**Run 1: track usage over the die**

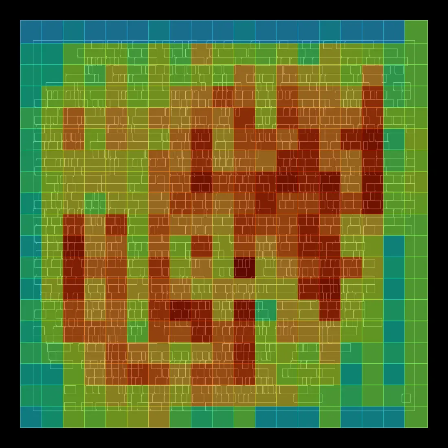
**Run 1: register map, names as in the netlist**

Scale bar: 50 um.
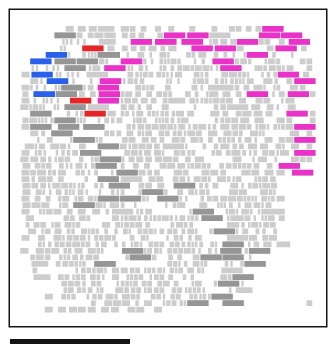
**Run 1: M4 wires**

Scale bar: 50 um.
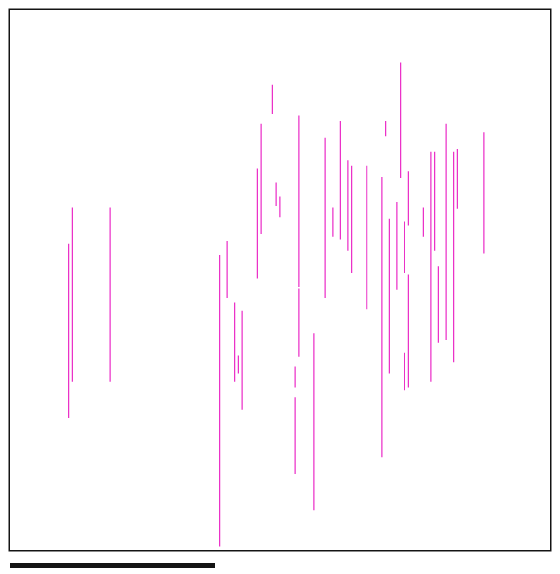
==> config.mk <==
export PLATFORM = sky130hd
export DESIGN_NAME = shift_unit_pipe
export DESIGN_NICKNAME = d
export VERILOG_FILES = /design/src/rtl/shift_unit_pipe.sv
export SDC_FILE = /design/constraint.sdc
export NUM_CORES = 1
export LEC_CHECK = 0
export CORE_MARGIN = 4
export CORE_UTILIZATION = 50
export CTS_CLUSTER_SIZE = 25
export DETAILED_ROUTE_END_ITERATION = 6
export GPL_ROUTABILITY_DRIVEN = 0
export PLACE_DENSITY = 0.73
export SKIP_LAST_GASP = 1
export SYNTH_ARGS = -nofsm -noshare
export SYNTH_HDL_FRONTEND = slang
export SYNTH_SLANG_ARGS = --single-unit
export TNS_END_PERCENT = 20
==> constraint.sdc <==
create_clock -name clk_i -period 3.2 [get_ports clk_i]
set_input_delay 0.96 -clock clk_i [delete_from_list [all_inputs] [get_ports clk_i]]
set_output_delay 0.96 -clock clk_i [all_outputs]
set_load 0.1 [all_outputs]
==> src/rtl/shift_unit_pipe.sv <==
// Pipelined barrel shifter (SLL/SRL/SRA/ROL/ROR) with valid/ready handshake,
// flush, and a sideband tag. The shift levels are spread over STAGES register groups.
module shift_unit_pipe #(
   parameter int unsigned WIDTH  = 32,
   parameter int unsigned STAGES = 2,
   parameter int unsigned TAG_W  = 5,
   localparam int unsigned SHW   = $clog2(WIDTH)
) (
   input  logic             clk_i,
   input  logic             rst_ni,
   input  logic             flush_i,
   input  logic             valid_i,
   output logic             ready_o,
   input  logic [2:0]       op_i,
   input  logic [WIDTH-1:0] data_i,
   input  logic [SHW-1:0]   shamt_i,
   input  logic [TAG_W-1:0] tag_i,
   output logic             valid_o,
   input  logic             ready_i,
   output logic [WIDTH-1:0] data_o,
   output logic [TAG_W-1:0] tag_o,
   output logic             err_o
);

   typedef enum logic [2:0] {
      OP_SLL = 3'd0,
      OP_SRL = 3'd1,
      OP_SRA = 3'd2,
      OP_ROL = 3'd3,
      OP_ROR = 3'd4
   } op_e;

   // One level shifts by 2^lvl; SRA fills with the sign captured at accept.
   function automatic logic [WIDTH-1:0] shift_level(
      input logic [WIDTH-1:0] d,
      input op_e              op,
      input logic             sign,
      input int unsigned      lvl
   );
      int unsigned      amt;
      logic [WIDTH-1:0] ones;
      amt  = 32'd1 << lvl;
      ones = '1;
      case (op)
         OP_SLL:  shift_level = d << amt;
         OP_SRL:  shift_level = d >> amt;
         OP_SRA:  shift_level = sign ? ((d >> amt) | ~(ones >> amt)) : (d >> amt);
         OP_ROL:  shift_level = (d << amt) | (d >> (WIDTH - amt));
         OP_ROR:  shift_level = (d >> amt) | (d << (WIDTH - amt));
         default: shift_level = d;
      endcase
   endfunction

   logic en;
   logic accept;

   assign en      = ready_i || !valid_o;
   assign ready_o = en && !flush_i;
   assign accept  = valid_i && ready_o;

   for (genvar s = 0; s < STAGES; s++) begin : g_stage
      localparam int unsigned LO = (s * SHW) / STAGES;
      localparam int unsigned HI = ((s + 1) * SHW) / STAGES;

      logic [WIDTH-1:0] src_data;
      logic [SHW-1:0]   src_shamt;
      op_e              src_op;
      logic             src_sign;
      logic             src_err;
      logic             src_valid;
      logic [TAG_W-1:0] src_tag;
      logic [WIDTH-1:0] lvl [LO:HI];

      logic [WIDTH-1:0] q_data;
      logic [SHW-1:0]   q_shamt;
      op_e              q_op;
      logic             q_sign;
      logic             q_err;
      logic             q_valid;
      logic [TAG_W-1:0] q_tag;

      if (s == 0) begin : g_head
         assign src_data  = data_i;
         assign src_shamt = shamt_i;
         assign src_op    = op_e'(op_i);
         assign src_sign  = data_i[WIDTH-1];
         assign src_err   = (op_i > 3'd4);
         assign src_valid = accept;
         assign src_tag   = tag_i;
      end else begin : g_body
         assign src_data  = g_stage[s-1].q_data;
         assign src_shamt = g_stage[s-1].q_shamt;
         assign src_op    = g_stage[s-1].q_op;
         assign src_sign  = g_stage[s-1].q_sign;
         assign src_err   = g_stage[s-1].q_err;
         assign src_valid = g_stage[s-1].q_valid;
         assign src_tag   = g_stage[s-1].q_tag;
      end

      assign lvl[LO] = src_data;
      for (genvar l = LO; l < HI; l++) begin : g_lvl
         assign lvl[l+1] = src_shamt[l] ? shift_level(lvl[l], src_op, src_sign, l) : lvl[l];
      end

      // Flush clears valid regardless of stall; payload only moves on en.
      always_ff @(posedge clk_i or negedge rst_ni) begin
         if (!rst_ni) begin
            q_valid <= 1'b0;
            q_data  <= '0;
            q_shamt <= '0;
            q_op    <= OP_SLL;
            q_sign  <= 1'b0;
            q_err   <= 1'b0;
            q_tag   <= '0;
         end else begin
            if (flush_i)  q_valid <= 1'b0;
            else if (en)  q_valid <= src_valid;
            if (en) begin
               q_data  <= lvl[HI];
               q_shamt <= src_shamt;
               q_op    <= src_op;
               q_sign  <= src_sign;
               q_err   <= src_err;
               q_tag   <= src_tag;
            end
         end
      end
   end

   assign valid_o = g_stage[STAGES-1].q_valid;
   assign data_o  = g_stage[STAGES-1].q_data;
   assign tag_o   = g_stage[STAGES-1].q_tag;
   assign err_o   = g_stage[STAGES-1].q_err;

   a_stall_stable: assert property (@(posedge clk_i) disable iff (!rst_ni)
      (valid_o && !ready_i) |=> $stable({data_o, tag_o, err_o}));

endmodule

==> Slide: Implementation Results, run 1 <==
Flow Results at a Glance

Logic synthesis
  – XORs/XNORs by Area: 0.00803
  – Synth Seq Share: 0.278
  – Simple Share, Synth: 0.220
  – Cell type with the largest total area: dfrtp_1
  – Ys async rst share: 1.00
  – Yosys synthesis chip area: about 7600 um^2
  – Adder Area Share: 0.00524
  – Mux area share: 0.0624
  – Mean Syn Cell Area: between 7 and 8 um^2
  – Syn nets: 1069
  – AO/OA Area Share: 0.365
  – Dominant kind of combinational cell: AND-OR/OR-AND gates

Critical path
  – Crit-path slowest cell: nor2_1
  – Startpoint Class: primary input
  – CP dominant cell by count: o21ai_0
  – Crit-path cells: clkdlybuf4s50_1 > xor2_1 > nor2_1 > buf_4 > a221oi_1 > o21ai_0 > o21ai_0 > o21ai_0
  – Crit-path max FO: 14
  – Slowest stage delay, CP: 0.62 ns

Power
  – Power Internal: between 2 and 3 mW
  – PD cells: 573 nW/um^2

Floorplanning
  – Std cell rows: 44
  – Core area: 14800 um^2
  – Die area: between 15000 and 20000 um^2

Flow run
  – Max-Cap Viols: 0
  – Tool Warnings: 26

CTS
  – Clock sink total: 85
  – CTS tree: built
  – Post-CTS Setup Bufs: 0

Layout
  – Most frequent cells in the layout: 164 x nand2_1, 102 x o21ai_0, 93 x buf_4, 84 x dfrtp_1, 77 x nor2_1
  – Most instantiated logic cell after routing: nand2_1
  – Cell area after layout: slightly above 9000 um^2
  – # diodes: 0
  – Non-filler cells, final: roughly 1300
  – Layout cell share with drive strength beyond 1: 0.149
  – Logic cell area: 5060 um^2
  – Final Util: 0.614

Timing
  – Worst setup margin: 0.307 ns
  – Max Slew Vio Count: 0
  – WHS: 0.463 ns
  – RSZ-0062 raised after global routing: no

Drt
  – 1st-iter DRT viols: 1308
  – Via/cell ratio: 6.81

Outcome
  – Outcome: finished, final reports clean

Global route
  – Gr ovfl total: 0
  – Pin count of the biggest net entering global routing: 95
Notes on 'track usage over the die' above:
wire length per cell: 20.6 um
met3 usage: 0.0516
gr usage total: 0.290

Notes on 'register map, names as in the netlist' above:
[blue] g_stage.q_tag | sequential cells: 5 | where: top left
[red] g_stage.q_shamt | sequential cells: 3
[magenta] data_o | sequential cells: 32

Notes on 'M4 wires' above:
wire length on this layer: 1080 um
longest straight run: 70.7 um
main direction: vertical

run 1: cell type report:
class | count | share of cell area
Clock buffer | 9 | 0.0249
Clock inverter | 7 | 0.0101
Tap cell | 184 | 0.0254
Multi-Input combinational cell | 827 | 0.559
Inverter | 8 | 0.00331
Timing Repair Buffer | 147 | 0.143
Sequential cell | 85 | 0.235
run 1: power by group through the flow:
stage	combinational [mW]	sequential, mW	clock (mW)
2_1_floorplan	1.04	2.27	0
3_3_place_gp	2.51	1.54	0
3_5_place_dp	2.53	1.54	0
4_1_cts	2.53	1.52	1.13
5_1_grt	2.70	1.55	1.17
6_report	2.56	1.53	1.10
run 1: synth_stat cells (3+ instances only):
master,number
nor2b_1,9
and2_1,14
o21ai_1,3
a32o_1,3
mux2_2,21
o211ai_1,11
a21oi_1,65
o22ai_1,14
a211oi_1,20
o221ai_1,4
clkbuf_1,68
o32ai_1,5
or2_2,7
dfrtp_1,85
nand3_1,12
inv_1,7
a31oi_1,42
a22oi_1,18
or4b_1,5
o21ai_0,102
o21a_1,5
o211a_1,5
nand2b_1,40
buf_2,18
nor3_1,14
a32oi_1,8
o2111ai_1,5
a221o_1,14
a211o_1,9
nand2_1,164
buf_1,6
nor2_1,78
o31ai_1,6
buf_6,4
a221oi_1,35
buf_4,3
a311oi_1,7
maj3_1,4
o21bai_1,7
mux2i_1,24
o221a_2,4
a21o_1,6
run 1: layer usage:
metal	vias up	GRT usage	wire, um
met4	0	0.127	1080
met5	-	0	0
met1	3977	0.411	10900
li1	3960	-	-
met2	598	0.434	11300
met3	97	0.0516	2780
run 1: cells by family after synthesis:
logic type                 Yosys count
xor gates and xnor gates             4
buffers and inverters              107
muxes                               45
adders and majority gates            4
DFF                                 85
AOI/OAI and AO/OA                  412
and+or+nand+nor                    362
run 1: registers in the layout, summed over array words and instances (netlist names):
register         flops
g_stage.q_err        1
g_stage.q_shamt      3
g_stage.q_op         3
err_o                1
tag_o                5
g_stage.q_tag        5
g_stage.q_sign       1
g_stage.q_data      32
g_stage.q_valid      1
data_o              32
valid_o              1
run 1: worst reg2reg max path, stage by stage (launching register included):
cell and delay, ns:
dfrtp_1 0.76, buf_4 0.26, nand4bb_1 0.35, nor2_1 0.08, a211oi_1 0.62, a221oi_1 0.26, o32ai_1 0.29, and2_1 0.15
run 1: final timing paths:
kind,startpoint,to,slack (ns),cells after the start
worst max register to register,g_stage[0].q_op[1]$_DFFE_PN0N_,data_o[29]$_DFFE_PN0N_,0.37,7
max in group asynchronous,rst_ni,tag_o[2]$_DFFE_PN0N_,2.00,2
min in group asynchronous,rst_ni,g_stage[0].q_data[22]$_DFFE_PN0N_,0.56,1
worst max-delay path,op_i[1],g_stage[0].q_data[5]$_DFFE_PN0N_,0.31,8
worst min-delay path,g_stage[0].q_sign$_DFFE_PN0N_,g_stage[0].q_sign$_DFFE_PN0N_,0.46,2
worst min register to register,g_stage[0].q_sign$_DFFE_PN0N_,g_stage[0].q_sign$_DFFE_PN0N_,0.46,2
**Run 1: gate families picked out**

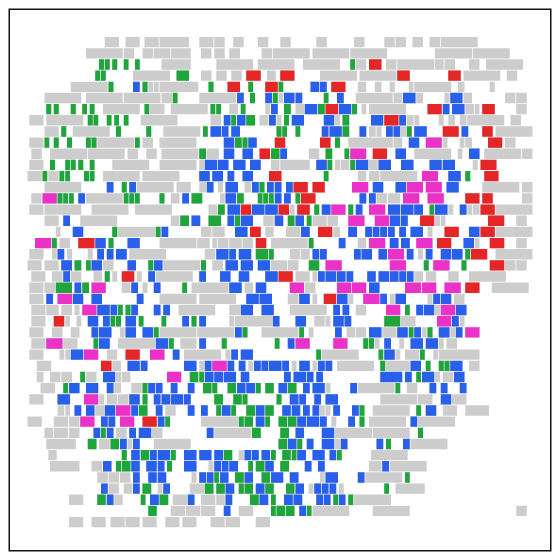

==> run 2, diff against run 1 <==
Settings changed: CORE_ASPECT_RATIO set to 0.9.
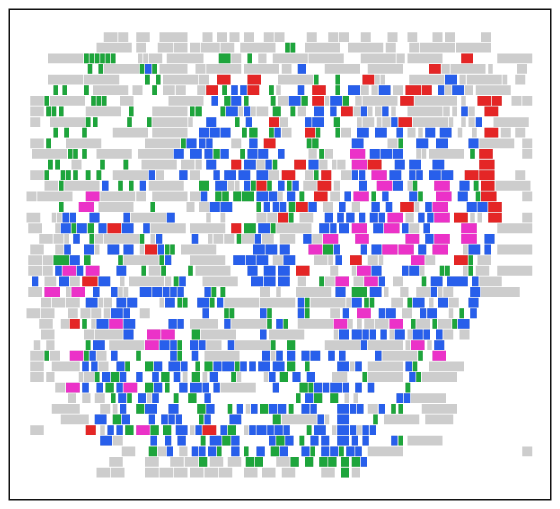
**Above:** run 2 (gate families picked out).
[magenta] multiplexers | cells: 45 | most used: mux2i_1
[green] NAND gates | cells: 224 | most used: nand2_1
[red] AND-OR and OR-AND gates | cells: 51 | most used: a221o_1
[blue] inverting AOI/OAI gates | cells: 361 | most used: o21ai_0
combinational share of cell area: 0.555
non-filler cells, final: 1283
most instantiated logic cell after routing: nand2_1

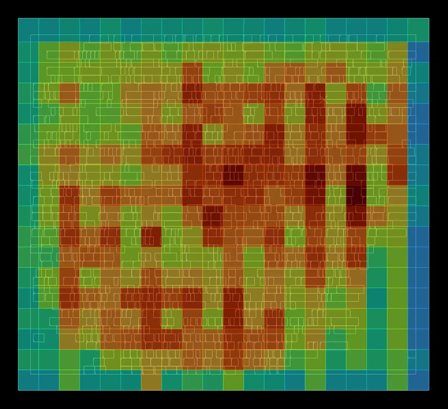
**Above:** run 2 (track usage over the die).
met3 usage: 0.0813
Final Util: 0.615
gr usage total: 0.295
GR Util met1: 0.421
wire length per cell: 20.6 um

==> run 2 against run 1 <==
Net effect: non-clock buffer count grew 2; highest routed layer unchanged; hold slack gained 0.0056 ns; the run now ends with design-rule violations left; largest power group unchanged; core utilization increased by 0.093 points; sequential power is essentially flat; die size about the same; count of clock-buffer cells in the layout unchanged; first-iteration DRC count shrank 9.5%.
==> Slide: Implementation Results, run 2 <==
Flow Results at a Glance

Critical path
  – Crit-path cells: buf_4 > nand4bb_1 > nor2_1 > a211oi_1 > a221oi_1 > o32ai_1 > and2_1
  – CP Capture Point: data_o[30]$_DFFE_PN0N_
  – Worst reg2reg setup slack: 0.29 ns (-0.08 ns)
  – R2r endpoint: data_o[30]$_DFFE_PN0N_
  – Crit-path max FO: 18 (+4)
  – Startpoint Class: flip-flop
  – Worst r2r path cells: 7 (unchanged)
  – RR Startpoint: g_stage[0].q_op[1]$_DFFE_PN0N_
  – Crit-path slowest cell: dfrtp_1
  – Slowest stage delay, CP: 0.85 ns (+0.23 ns)
  – Critical path origin: g_stage[0].q_op[1]$_DFFE_PN0N_

Timing
  – Worst-Margin Slew: 0.783 ns
  – Max Slew Vio Count: 0 (unchanged)
  – WHS: 0.469 ns (+0.00558 ns)
  – RSZ-0062 raised after global routing: no

Drt
  – Drc violations: 1
  – 1st-iter DRT viols: 1184 (-9.5%)

Global route
  – Gr ovfl total: 0 (unchanged)
  – Vias in the first global route: 7837
  – Pin count of the biggest net entering global routing: 95 (unchanged)

CTS
  – CTS tree: built
  – Clock sink total: 85 (unchanged)
  – Post-CTS Setup Bufs: 0 (unchanged)

Power
  – PD cells: 573 nW/um^2 (about the same)

Logic synthesis
  – Dominant kind of combinational cell: AND-OR/OR-AND gates
  – AO/OA Area Share: 0.365 (unchanged)
  – Syn nets: 1069 (unchanged)
  – Mux area share: 0.0624 (unchanged)
  – Synth Seq Share: 0.278 (unchanged)
  – Cell type with the largest total area: dfrtp_1
  – Yosys top cell by instances: nand2_1
  – Top cells by count: 164 x nand2_1, 102 x o21ai_0, 85 x dfrtp_1, 78 x nor2_1, 68 x clkbuf_1
  – Yosys synthesis chip area: 7640 um^2 (unchanged)
  – Mean Syn Cell Area: 7.50 um^2 (unchanged)
  – Ys async rst share: 1.00 (unchanged)
  – Simple Share, Synth: 0.220 (unchanged)
  – Adder Area Share: 0.00524 (unchanged)

Flow run
  – Tool Warnings: 26 (unchanged)
  – Max-Cap Viols: 0 (unchanged)

Layout
  – Layout cell share with drive strength beyond 1: 0.150 (+0.00157)
  – Most frequent cells in the layout: 164 x nand2_1, 102 x o21ai_0, 93 x buf_4, 84 x dfrtp_1, 77 x nor2_1
  – # diodes: 0 (unchanged)

Floorplanning
  – Die Wd: 138 um
  – Die area: 17300 um^2 (about the same)
  – Core area: 14800 um^2 (+0.44%)
  – Std cell rows: 42 (-4.5%)

Hold path
  – Hold Startpoint: g_stage[0].q_tag[1]$_DFFE_PN0N_

Outcome
  – Failing checks: design-rule violations
  – Outcome: complete, but fails checks
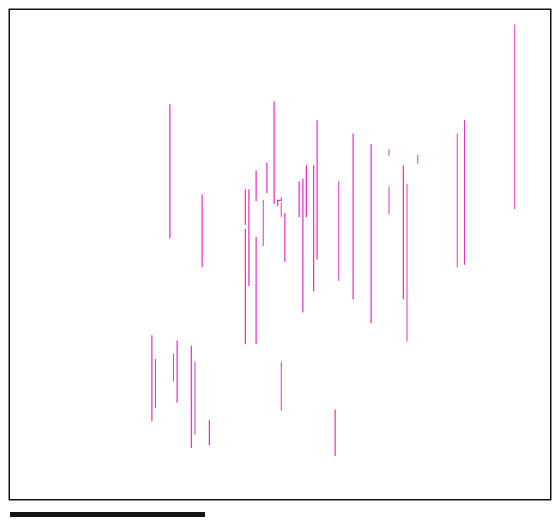
**Above:** run 2 (M4 wires).
Scale bar: 50 um.
wire length on this layer: 782 um
main direction: vertical
nets with wire on the layer: 35

==> run 2: cell count changes in the layout (fill, tap and decap cells not counted), sizes merged <==
cell	delta
clkinvlp	-1
clkinv	-1
inv	+2
buf	+2
==> run 2: worst min-delay path by stage <==
stage                                      end  depth (start not counted)
6_report       g_stage[0].q_tag[1]$_DFFE_PN0N_                          2
5_1_grt                   tag_o[4]$_DFFE_PN0N_                          2
3_3_place_gp     g_stage[0].q_sign$_DFFE_PN0N_                          2
3_5_place_dp              tag_o[4]$_DFFE_PN0N_                          2
4_1_cts                   tag_o[4]$_DFFE_PN0N_                          2
2_1_floorplan    g_stage[0].q_sign$_DFFE_PN0N_                          2
==> run 2: metal layers <==
metal / part of all wire / track usage
met1: 0.41 / 0.421
met2: 0.44 / 0.437
met3: 0.12 / 0.0813
met4: 0.030 / 0.0889
met5: 0 / 0
==> run 2: area by class of cell <==
type                    instances  area, um^2  share of cell area
well taps                     198         248              0.0272
clock inverters                 7        87.6             0.00961
multi-input cells             827        5060               0.555
inverters                       8        30.0             0.00329
repair buffers                149        1330               0.146
flip-flops and latches         85        2130               0.233
clock buffers                   9         225              0.0247
==> run 2: cell families after synthesis <==
logic type | after synthesis
AOI/OAI and AO/OA | 412
DFF | 85
and+or+nand+nor | 362
adders and majority gates | 4
xor gates and xnor gates | 4
buffers and inverters | 107
muxes | 45
==> run 2: worst max-delay path: cells and delay by family, from the launching register on <==
kind / cells / cell delay, ns
buffers and inverters: 1 / 0.28
AOI/OAI and AO/OA: 3 / 1.14
and+or+nand+nor: 3 / 0.59
DFF: 1 / 0.85
==> run 2: power by group <==
part | internal, mW | switching (mW)
Clock | 0.626 | 0.489
Combinational | 0.798 | 1.80
Sequential | 1.26 | 0.250
==> run 2: stage by stage <==
step,power [mW],cell area (um^2),setup slack [ns]
5_1_grt,5.46,9120,0.104
2_1_floorplan,3.31,7650,0.119
3_5_place_dp,4.08,8800,0.0436
6_report,5.23,9120,0.290
4_1_cts,5.20,9120,0.325
3_3_place_gp,4.06,8800,0.0620
Power figures rest on the tool's default switching activity, not on a simulated workload.
